==> config.mk <==
export PLATFORM = sky130hd
export DESIGN_NAME = rgu_rst_req_gen_flat
export DESIGN_NICKNAME = d
export VERILOG_FILES = /design/src/rtl/rgu_rst_req_gen_if.sv /design/src/rtl/rgu_rst_req_gen.sv /design/src/flat_wrapper.sv
export SDC_FILE = /design/constraint.sdc
export NUM_CORES = 1
export LEC_CHECK = 0
export CORE_UTILIZATION = 53
export CTS_CLUSTER_SIZE = 28
export DETAILED_ROUTE_END_ITERATION = 8
export PLACE_DENSITY = 0.86
export SLEW_MARGIN = 20
export SYNTH_ARGS = -nofsm -noshare
export SYNTH_HDL_FRONTEND = slang
export SYNTH_SLANG_ARGS = --single-unit
==> constraint.sdc <==
create_clock -name clk -period 1.8 [get_ports clk]
set_input_delay 0.36 -clock clk [delete_from_list [all_inputs] [get_ports clk]]
set_output_delay 0.36 -clock clk [all_outputs]
set_load 0.01 [all_outputs]
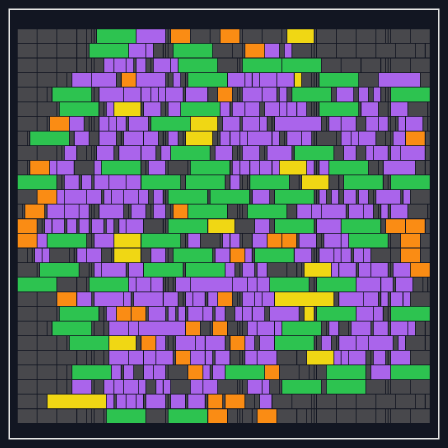
**Above:** run 1 (cell classes on the final placement).
Fill, decap, tap and diode cells in gray.
Key: green = registers [cells 62, share of their area 33%]; orange = remaining buffers and delay cells [cells 36, share of their area 8.5%]; yellow = clock drivers and dummy loads [cells 16, share of their area 6.2%]; purple = remaining logic cells [cells 281, share of their area 52%]
Post-Route Utilization: 0.680
flop share of the area: 0.324
Final Instance Area: 3830 um^2

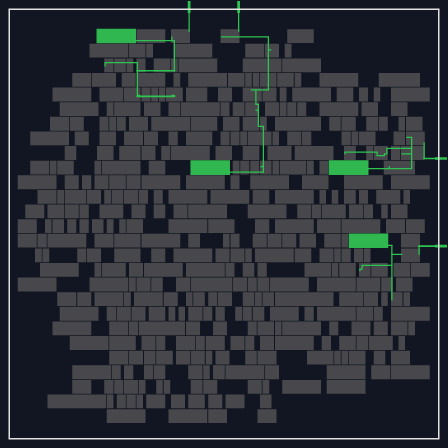
**Above:** run 1 (I/O nets highlighted).
Key: green = bus_wdt_rst_n [direction output, edge 2 right, 2 top, end cells 4, buffers 4, wire 157 um]
Port Buffers: 19
Top Ports: 20

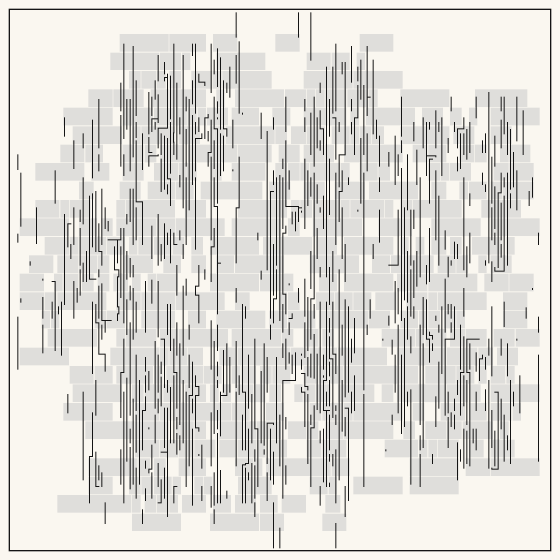
**Above:** run 1 (signal wires on met2).
The wires run mostly vertical. The layer holds 49% of the routed length.
Via Count: 2736
met2 Use GR: 0.396

==> Changelog: implementation, run 1 <==
### Changed

* Signal buffers at 36
* Outcome: completed
* Largest net degree at the start of global routing at 18
* Max reg flops at 40
* Clk buf depth at 2
* Area growth from synthesis to layout at 20.0%
* Gr usage total at 0.232
* Yosys stat area at 3200 um^2
* Die span in x at 79.7 um
* Max FO, Critical Path at 6
* Cts bufs inserted at 9
* EDFF count, synth at 0
* Main logic family: simple AND/OR/NAND/NOR gates
* Share of layout cells above drive strength 1 at 0.159
* Syn nets at 375
* Main flop type after synthesis: dfxtp_1
* Filler cells at 434
* CP Capture Type: register
* Pwr per Cell Area at 996 nW/um^2
* Combinational power at 0.823 mW
==> run 1: through the flow <==
stage          instances   util
2_1_floorplan        355      -
3_3_place_gp         449  0.625
3_5_place_dp         449  0.625
4_1_cts              466  0.669
5_1_grt              467  0.680
6_report             467  0.680
==> run 1: worst max-delay path, delay by kind of cell (launching register included) <==
kind / cells / cell delay [ns]
compound gates: 2 / 0.23
buf+inv: 1 / 0.06
fa+ha+maj: 1 / 0.22
flops: 1 / 0.31
simple gates: 2 / 0.87
==> run 1: per-layer routing <==
metal / vias up / GRT usage / share of wire
met5: - / 0 / 0
met4: 0 / 0.115 / 0.018
met3: 13 / 0.0480 / 0.040
met2: 54 / 0.396 / 0.49
met1: 1296 / 0.274 / 0.46
li1: 1373 / - / -
**Run 1: the metal 3 layer**

The bar under the picture is 20 um long.
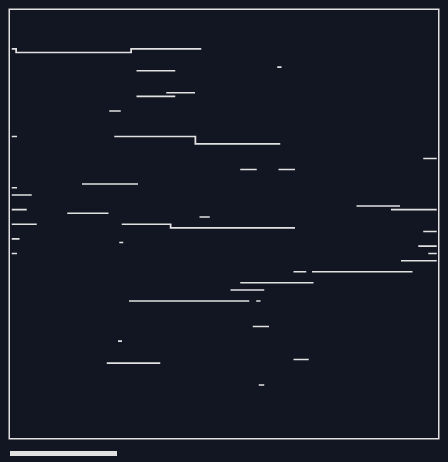

==> inputs of run 2 (changes only) <==
Settings changed: CELL_PAD_IN_SITES_DETAIL_PLACEMENT set to 1, CELL_PAD_IN_SITES_GLOBAL_PLACEMENT set to 1, CORE_UTILIZATION 53 to 49, PLACE_DENSITY 0.86 to 0.95.
Clock period 1.8 ns to 2.2 ns, I/O delays scaled along.
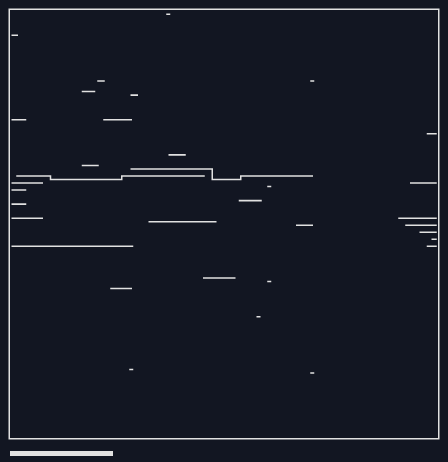
**Above:** run 2 (the metal 3 layer).
The bar under the picture is 20 um long.
22 nets have wire on it. The layer carries 190 um of wire. The wires run mostly horizontal. The longest straight run is 23.2 um. The layer holds 2.4% of the routed length.
Post-Route WL: 8000 um
met3 Usage GRT: 0.0473
Via Count: 2766

==> run 2 against run 1 <==
Net effect:
- global-route usage is 1.9 points higher
- die size is 7.9% higher
- highest routed layer unchanged
- count of clock-buffer cells in the layout is 1 lower
- worst setup slack better by 0.12 ns
- utilization is 9.0 points lower
- total power is 16% lower
- hold slack better by 0.0099 ns
==> Changelog: implementation, run 2 <==
### Changed

* Outcome: completed
* EDFF count, synth at 0 (unchanged)
* Port Buffers at 19 (unchanged)
* R2R Setup Slk at 0.18 ns
* Largest area contributor in the netlist: dfxtp_1
* Non-Clock Inverter Count at 29
* Syn nets at 375 (unchanged)
* Post-Route Utilization at 0.589 (-0.0903)
* Number of global-route vias before repair at 2792
* Setup TNS at 0 ns
* Flop share of the area at 0.334 (+0.00991)
* Max FO, Critical Path at 9 (+3)
* Pwr per Cell Area at 863 nW/um^2 (-13%)
* Gr usage total at 0.251 (+0.0192)
* Filler cells at 753 (+74%)
* Signal buffers at 23 (-36%)
* CP Capture Type: register
* Seq cells at 62
* WP depth at 6 (unchanged)
* Power share of the combinational group at 0.193
* Placed cells at 443 (-1.3%)
* CTS root buf: clkbuf_8
* Comb area share at 0.480
* Final setup violation count at 0
* Die height at 82.8 um
* CP Cell Sequence: inv_1 > ha_1 > nor4b_4 > a31oi_2 > or2_1 > a311oi_2
* Crit path buf inv count at 1 (unchanged)
* Main logic family: simple AND/OR/NAND/NOR gates
* Post-DP Area at 3460 um^2
* Largest net degree at the start of global routing at 29 (+11)
* Final Non-Filler Cells at 458 (-1.9%)
* Top Ports at 20 (unchanged)
* Final Instance Area at 3720 um^2 (-3.0%)
* Area growth from synthesis to layout at 16.4%
* Main flop type after synthesis: dfxtp_1
* Share of layout cells above drive strength 1 at 0.113 (-0.0466)
* Hold_buf cts at 0
* Yosys stat area at 3200 um^2 (unchanged)
* Clock skew at 0.0102 ns
* Die span in x at 82.8 um (+3.9%)
* Cts bufs inserted at 9 (unchanged)
* Top delay family on crit path: simple AND/OR/NAND/NOR gates
* Hold Fails Final Rpt at 0
* Clk buf depth at 2 (unchanged)
==> run 2: power by group through the flow <==
| stage | clock network, mW | registers, mW | logic, mW |
|---|---|---|---|
| CTS | 1.31 | 1.30 | 0.622 |
| floorplan | 0 | 1.31 | 0.443 |
| finish | 1.28 | 1.31 | 0.619 |
| detailed placement | 0 | 1.33 | 0.611 |
| global route | 1.36 | 1.32 | 0.684 |
| global placement | 0 | 1.32 | 0.575 |
==> run 2: routing by layer <==
layer / GRT usage / vias to the layer above / routed length, um
li1: - / 1340 / -
met1: 0.278 / 1366 / 3500
met2: 0.452 / 41 / 4090
met3: 0.0473 / 19 / 190
met4: 0.133 / 0 / 221
met5: 0 / - / 0
==> inputs of run 3 (changes only) <==
==> constraint.sdc (replaced) <==
create_clock -name clk -period 2.2 [get_ports clk]
set_input_delay 0.44 -clock clk [delete_from_list [all_inputs] [get_ports clk]]
set_output_delay 0.44 -clock clk [all_outputs]
set_load 0.005 [all_outputs]
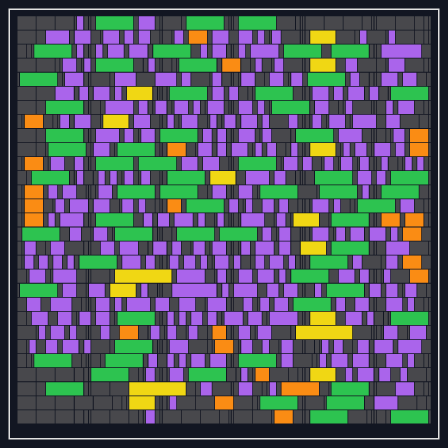
**Above:** run 3 (cell classes on the final placement).
Fill, decap, tap and diode cells in gray.
Key: orange = remaining buffers and delay cells [cells 23, share of their area 6.4%]; purple = remaining logic cells [cells 281, share of their area 52%]; green = registers [cells 62, share of their area 34%]; yellow = clock drivers and dummy loads [cells 15, share of their area 7.0%]
num rows: 29
Post-Route Utilization: 0.589
Final Instance Area: 3720 um^2
flop share of the area: 0.334
core footprint: 6310 um^2

==> run 3 against run 2 <==
Net effect:
- hold slack did not move
- sequential power barely moved
- worst setup slack did not move
- global-route usage unchanged
- fmax unchanged
- critical path depth is the same
- sequential share of layout area unchanged
- synthesized cell count stayed put
- via count unchanged
- largest cell class unchanged
- critical path type unchanged
==> Changelog: implementation, run 3 <==
### Changed

* Main flop type after synthesis: dfxtp_1
* Comb area share at 0.480 (unchanged)
* Signal buffers at 23 (unchanged)
* CP Capture Type: register
* Cts bufs inserted at 9 (unchanged)
* R2R Setup Slk at 0.18 ns (about the same)
* Hold Fails Final Rpt at 0 (unchanged)
* Largest area contributor in the netlist: dfxtp_1
* EDFF count, synth at 0 (unchanged)
* Port Buffers at 19 (unchanged)
* Post-Route WL at 8000 um (unchanged)
* Non-Clock Inverter Count at 29 (unchanged)
* Met2 Use GR at 0.452 (unchanged)
* Filler cells at 753 (unchanged)
* Grt met1 use at 0.278 (unchanged)
* Met3 Usage GRT at 0.0473 (unchanged)
* Largest net degree at the start of global routing at 29 (unchanged)
* Highest metal used: met4
* Outcome: completed
* Setup TNS at 0 ns (unchanged)
* Crit path buf inv count at 1 (unchanged)
* Die height at 82.8 um (unchanged)
* Routed met3 length at 190 um (unchanged)
* CP Cell Sequence: inv_1 > ha_1 > nor4b_4 > a31oi_2 > or2_1 > a311oi_2
* Seq cells at 62 (unchanged)
* Main logic family: simple AND/OR/NAND/NOR gates
==> run 3: cell counts after synthesis <==
No cell type changed its count.
==> run 3: per-stage QoR <==
step           cell area (um^2)  power (mW)
2_1_floorplan              3200        1.74
3_3_place_gp               3460        1.89
3_5_place_dp               3460        1.93
4_1_cts                    3720        3.23
5_1_grt                    3720        3.36
6_report                   3720        3.20
==> run 3: worst reg2reg max path, delay by kind of cell (launching register included) <==
kind	cells	cell delay, ns
compound gates	2	0.48
buf+inv	1	0.07
flops	1	0.35
fa+ha+maj	1	0.23
simple gates	2	0.80
==> run 3: power by group <==
group	switching (mW)	internal (mW)
logic	0.333	0.280
clock network	0.445	0.840
registers	0.103	1.20
No activity file was given, so power comes from the tool's default toggle rates.
